==> src/rtl/retospect_bs_loader.sv <==
// Configuration shift-chain feeder: serialises bytes into the neurochip chain
// and reads the chain back non-destructively as a byte stream.
module retospect_bs_loader #(
  parameter int CHAIN_LEN = 998,
  parameter int CNT_W     = 10
) (
  input  logic       clk,
  input  logic       reset,
  input  logic       start_load,
  input  logic       start_read,
  input  logic       abort,
  input  logic [7:0] in_data,
  input  logic       in_valid,
  output logic       in_ready,
  output logic [7:0] out_data,
  output logic       out_valid,
  input  logic       out_ready,
  output logic       cfg_en,
  output logic       cfg_bs_in,
  input  logic       cfg_bs_out,
  output logic       nn_reset,
  output logic       busy,
  output logic       done
);

  typedef enum logic [2:0] {
    IDLE, LD_FETCH, LD_SHIFT, LD_PULSE, RD_SHIFT, RD_EMIT
  } state_t;

  localparam logic [CNT_W-1:0] LAST_BIT = CNT_W'(CHAIN_LEN - 1);
  localparam logic [CNT_W-1:0] FULL     = CNT_W'(CHAIN_LEN);

  state_t           state, state_next;
  logic [7:0]       sreg, sreg_next;
  logic [3:0]       bitcnt, bitcnt_next;
  logic [CNT_W-1:0] total, total_next;
  logic             rd_done, rd_done_next;

  // NOTE: every sequential register, state included, is cleared by reset so
  // outputs decoded from them are defined from the first cycle.
  always_ff @(posedge clk) begin
    if (reset) begin
      state   <= IDLE;
      sreg    <= '0;
      bitcnt  <= '0;
      total   <= '0;
      rd_done <= 1'b0;
    end else begin
      // NOTE: non-blocking assignments so every register samples the
      // pre-edge values computed by the combinational block.
      state   <= state_next;
      sreg    <= sreg_next;
      bitcnt  <= bitcnt_next;
      total   <= total_next;
      rd_done <= rd_done_next;
    end
  end

  always_comb begin
    // NOTE: hold-value defaults first, so no path through the case leaves a
    // variable unassigned and no latch is inferred.
    state_next   = state;
    sreg_next    = sreg;
    bitcnt_next  = bitcnt;
    total_next   = total;
    rd_done_next = 1'b0;

    if (abort) begin
      state_next = IDLE;
    end else begin
      unique case (state)
        IDLE: begin
          if (start_load) begin
            state_next = LD_FETCH;
            total_next = '0;
          end else if (start_read) begin
            state_next  = RD_SHIFT;
            total_next  = '0;
            bitcnt_next = '0;
            sreg_next   = '0;
          end
        end
        LD_FETCH: begin
          if (in_valid) begin
            sreg_next   = in_data;
            bitcnt_next = '0;
            state_next  = LD_SHIFT;
          end
        end
        LD_SHIFT: begin
          sreg_next   = {1'b0, sreg[7:1]};
          bitcnt_next = bitcnt + 4'd1;
          total_next  = total + 1'b1;
          // The chain-length test wins so surplus bits of the last byte are dropped.
          if (total == LAST_BIT)  state_next = LD_PULSE;
          else if (bitcnt == 4'd7) state_next = LD_FETCH;
        end
        LD_PULSE: state_next = IDLE;
        RD_SHIFT: begin
          sreg_next[bitcnt[2:0]] = cfg_bs_out;
          bitcnt_next = bitcnt + 4'd1;
          total_next  = total + 1'b1;
          if (bitcnt == 4'd7 || total == LAST_BIT) state_next = RD_EMIT;
        end
        RD_EMIT: begin
          if (out_ready) begin
            if (total == FULL) begin
              rd_done_next = 1'b1;
              state_next   = IDLE;
            end else begin
              sreg_next   = '0;
              bitcnt_next = '0;
              state_next  = RD_SHIFT;
            end
          end
        end
        default: state_next = IDLE;
      endcase
    end
  end

  // Readback recirculates the tail bit so the chain ends where it started.
  assign in_ready  = (state == LD_FETCH);
  assign cfg_en    = (state == LD_SHIFT) || (state == RD_SHIFT);
  assign cfg_bs_in = (state == LD_SHIFT) ? sreg[0] :
                     (state == RD_SHIFT) ? cfg_bs_out : 1'b0;
  assign out_valid = (state == RD_EMIT);
  assign out_data  = (state == RD_EMIT) ? sreg : 8'h00;
  assign nn_reset  = (state == LD_PULSE);
  assign busy      = (state != IDLE);
  assign done      = (state == LD_PULSE) || rd_done;

endmodule

==> config.mk <==
export PLATFORM = sky130hd
export DESIGN_NAME = retospect_bs_loader
export DESIGN_NICKNAME = d
export VERILOG_FILES = /design/src/rtl/retospect_bs_loader.sv
export SDC_FILE = /design/constraint.sdc
export NUM_CORES = 1
export LEC_CHECK = 0
export ABC_AREA = 1
export CORE_ASPECT_RATIO = 1.5
export CORE_UTILIZATION = 49
export CTS_CLUSTER_SIZE = 30
export DETAILED_ROUTE_END_ITERATION = 12
export PLACE_DENSITY = 0.76
export SLEW_MARGIN = 30
export SYNTH_ARGS = -nofsm -noshare
export SYNTH_HDL_FRONTEND = slang
export SYNTH_SLANG_ARGS = --single-unit
export TNS_END_PERCENT = 5
==> constraint.sdc <==
create_clock -name clk -period 1.43 [get_ports clk]
set_clock_uncertainty 0.1 [all_clocks]
set_input_delay 0.286 -clock clk [delete_from_list [all_inputs] [get_ports clk]]
set_output_delay 0.286 -clock clk [all_outputs]
set_load 0.01 [all_outputs]
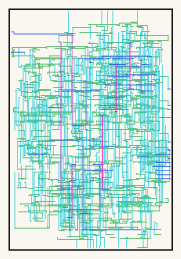
Fig. 1. Metal layers overlaid.
(3 px per micron)
Green shows metal 1, wire length 2,410 microns. Magenta shows metal 4, wire length 252 microns. Cyan shows metal 2, wire length 3,530 microns. Blue shows metal 3, wire length 303 microns.

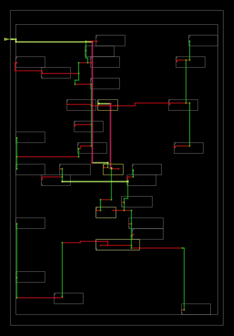
Fig. 2. The clock network.
CTS sink cnt: 26
flop count: 26
clock buffer count: 3
Num CTS Buffers: 3
clock network power: 645 uW

==> results.toml <==
# implementation run metrics
[synth]
synth_seq_share_pct = 26.4
mux_share_pct = 0
ys_async_sr_fraction_pct = 0
yosysWarnings = 0
syn_avg_cell_area_sq_um = 6.03
ys_area_sq_mm = 0.00197

[setup_path]
crit_chain = "inv_4, nor3_4, inv_2, buf_6, nor2_2, buf_2"
slowest_stage = "dfxtp_4"
cpPeakStageDelay_ns = 0.38
path_class = "flop to output pin"
start_kind = "flop"

[global_routing]
grt_max_degree = 16
grt_pass1_wl_mm = 9.87

[floorplan]
core_sq_mm = 0.00375
top_level_ports = 31
fp_util_pct = 52.6
row_count = 27

[final_timing]
setup_viol = 41
setup_slack_ns = -0.288
final.period_utilization_pct = 120
finalHoldViolations = 0
tightest_slew_ns = 0.262

[finish]
layout_top_cell = "nand2_1"
inverters = 49
comb_area_sq_mm = 0.00128

[run_status]
status = "finished, violations left"
violations = "setup timing"

[route]
routed_wl_mm = 6.49
vias = 2500
drc_errors = 0
first_iter_violations = 123
dr.pass1.iters = 4

[power]
total_power_uw = 2000

[place]
hpwlAfterDp_mm = 4.41
place.gp.congestion = 0.859

[hold_path]
min_path_type = "flop to flop"

[run]
maxCapViolations = 0

[cts]
clockBufferDepth = 2
cts_max_level = 1
cts_setup_buffers = 7
-- worst max path at each step --
stage | slack, ns | cells past startpoint | startpoint | end
global route | -0.33 | 6 | state[2] | out_data[6]
floorplan | -0.1 | 7 | state[2] | bitcnt[2]
detailed placement | -0.49 | 4 | cfg_bs_out | cfg_bs_in
global placement | -0.48 | 4 | cfg_bs_out | cfg_bs_in
CTS | -0.28 | 6 | state[0] | out_data[6]
finish | -0.29 | 6 | state[2] | out_data[6]
-- layer usage --
layer	wire length (microns)	part of all wire, %	vias to the layer above	track usage (%)
met5	0	0	-	0
met4	252	3.9	0	18.4
met3	302	4.7	27	4.95
met2	3530	54	92	58.8
met1	2410	37	1149	28.7
li1	-	-	1232	-
-- cells in the mapped netlist, types with 2 or more instances --
cell type and n:
a21oi_1 22, buf_2 5, buf_4 3, buf_6 3
clkbuf_1 4, dfxtp_1 26, ha_1 4, inv_1 44
inv_2 3, nand2_1 84, nand2_2 2, nand3_1 47
nand4_1 24, nor2_1 29, nor2_2 4, nor2_4 2
nor3_1 3, o21ai_1 2, or2_2 4
-- through the flow --
stage / worst slack (ns) / area, sq um
after detailed placement: -0.493 / 2670
final: -0.288 / 2920
after floorplan: -0.0963 / 1980
after global placement: -0.483 / 2670
after global routing: -0.335 / 2920
after CTS: -0.279 / 2820
-- report_power, final --
group / internal (uW) / leakage (uW) / switching, uW
Sequential: 748 / 0.000213 / 21.2
Clock: 375 / 0.0000357 / 269
Combinational: 263 / 0.00114 / 328
Total: 1390 / 0.00139 / 618
-- state kept, by name, summed over array words and instances (netlist names) --
signal	flops
total	10
sreg	8
bitcnt	4
state	3
rd_done	1
-- critical path: cells and delay by family (launching register included) --
family / cells / cell delay [ns]
flops: 1 / 0.38
buf+inv: 4 / 0.41
simple gates: 2 / 0.26
Power and IR drop assume default switching activity.
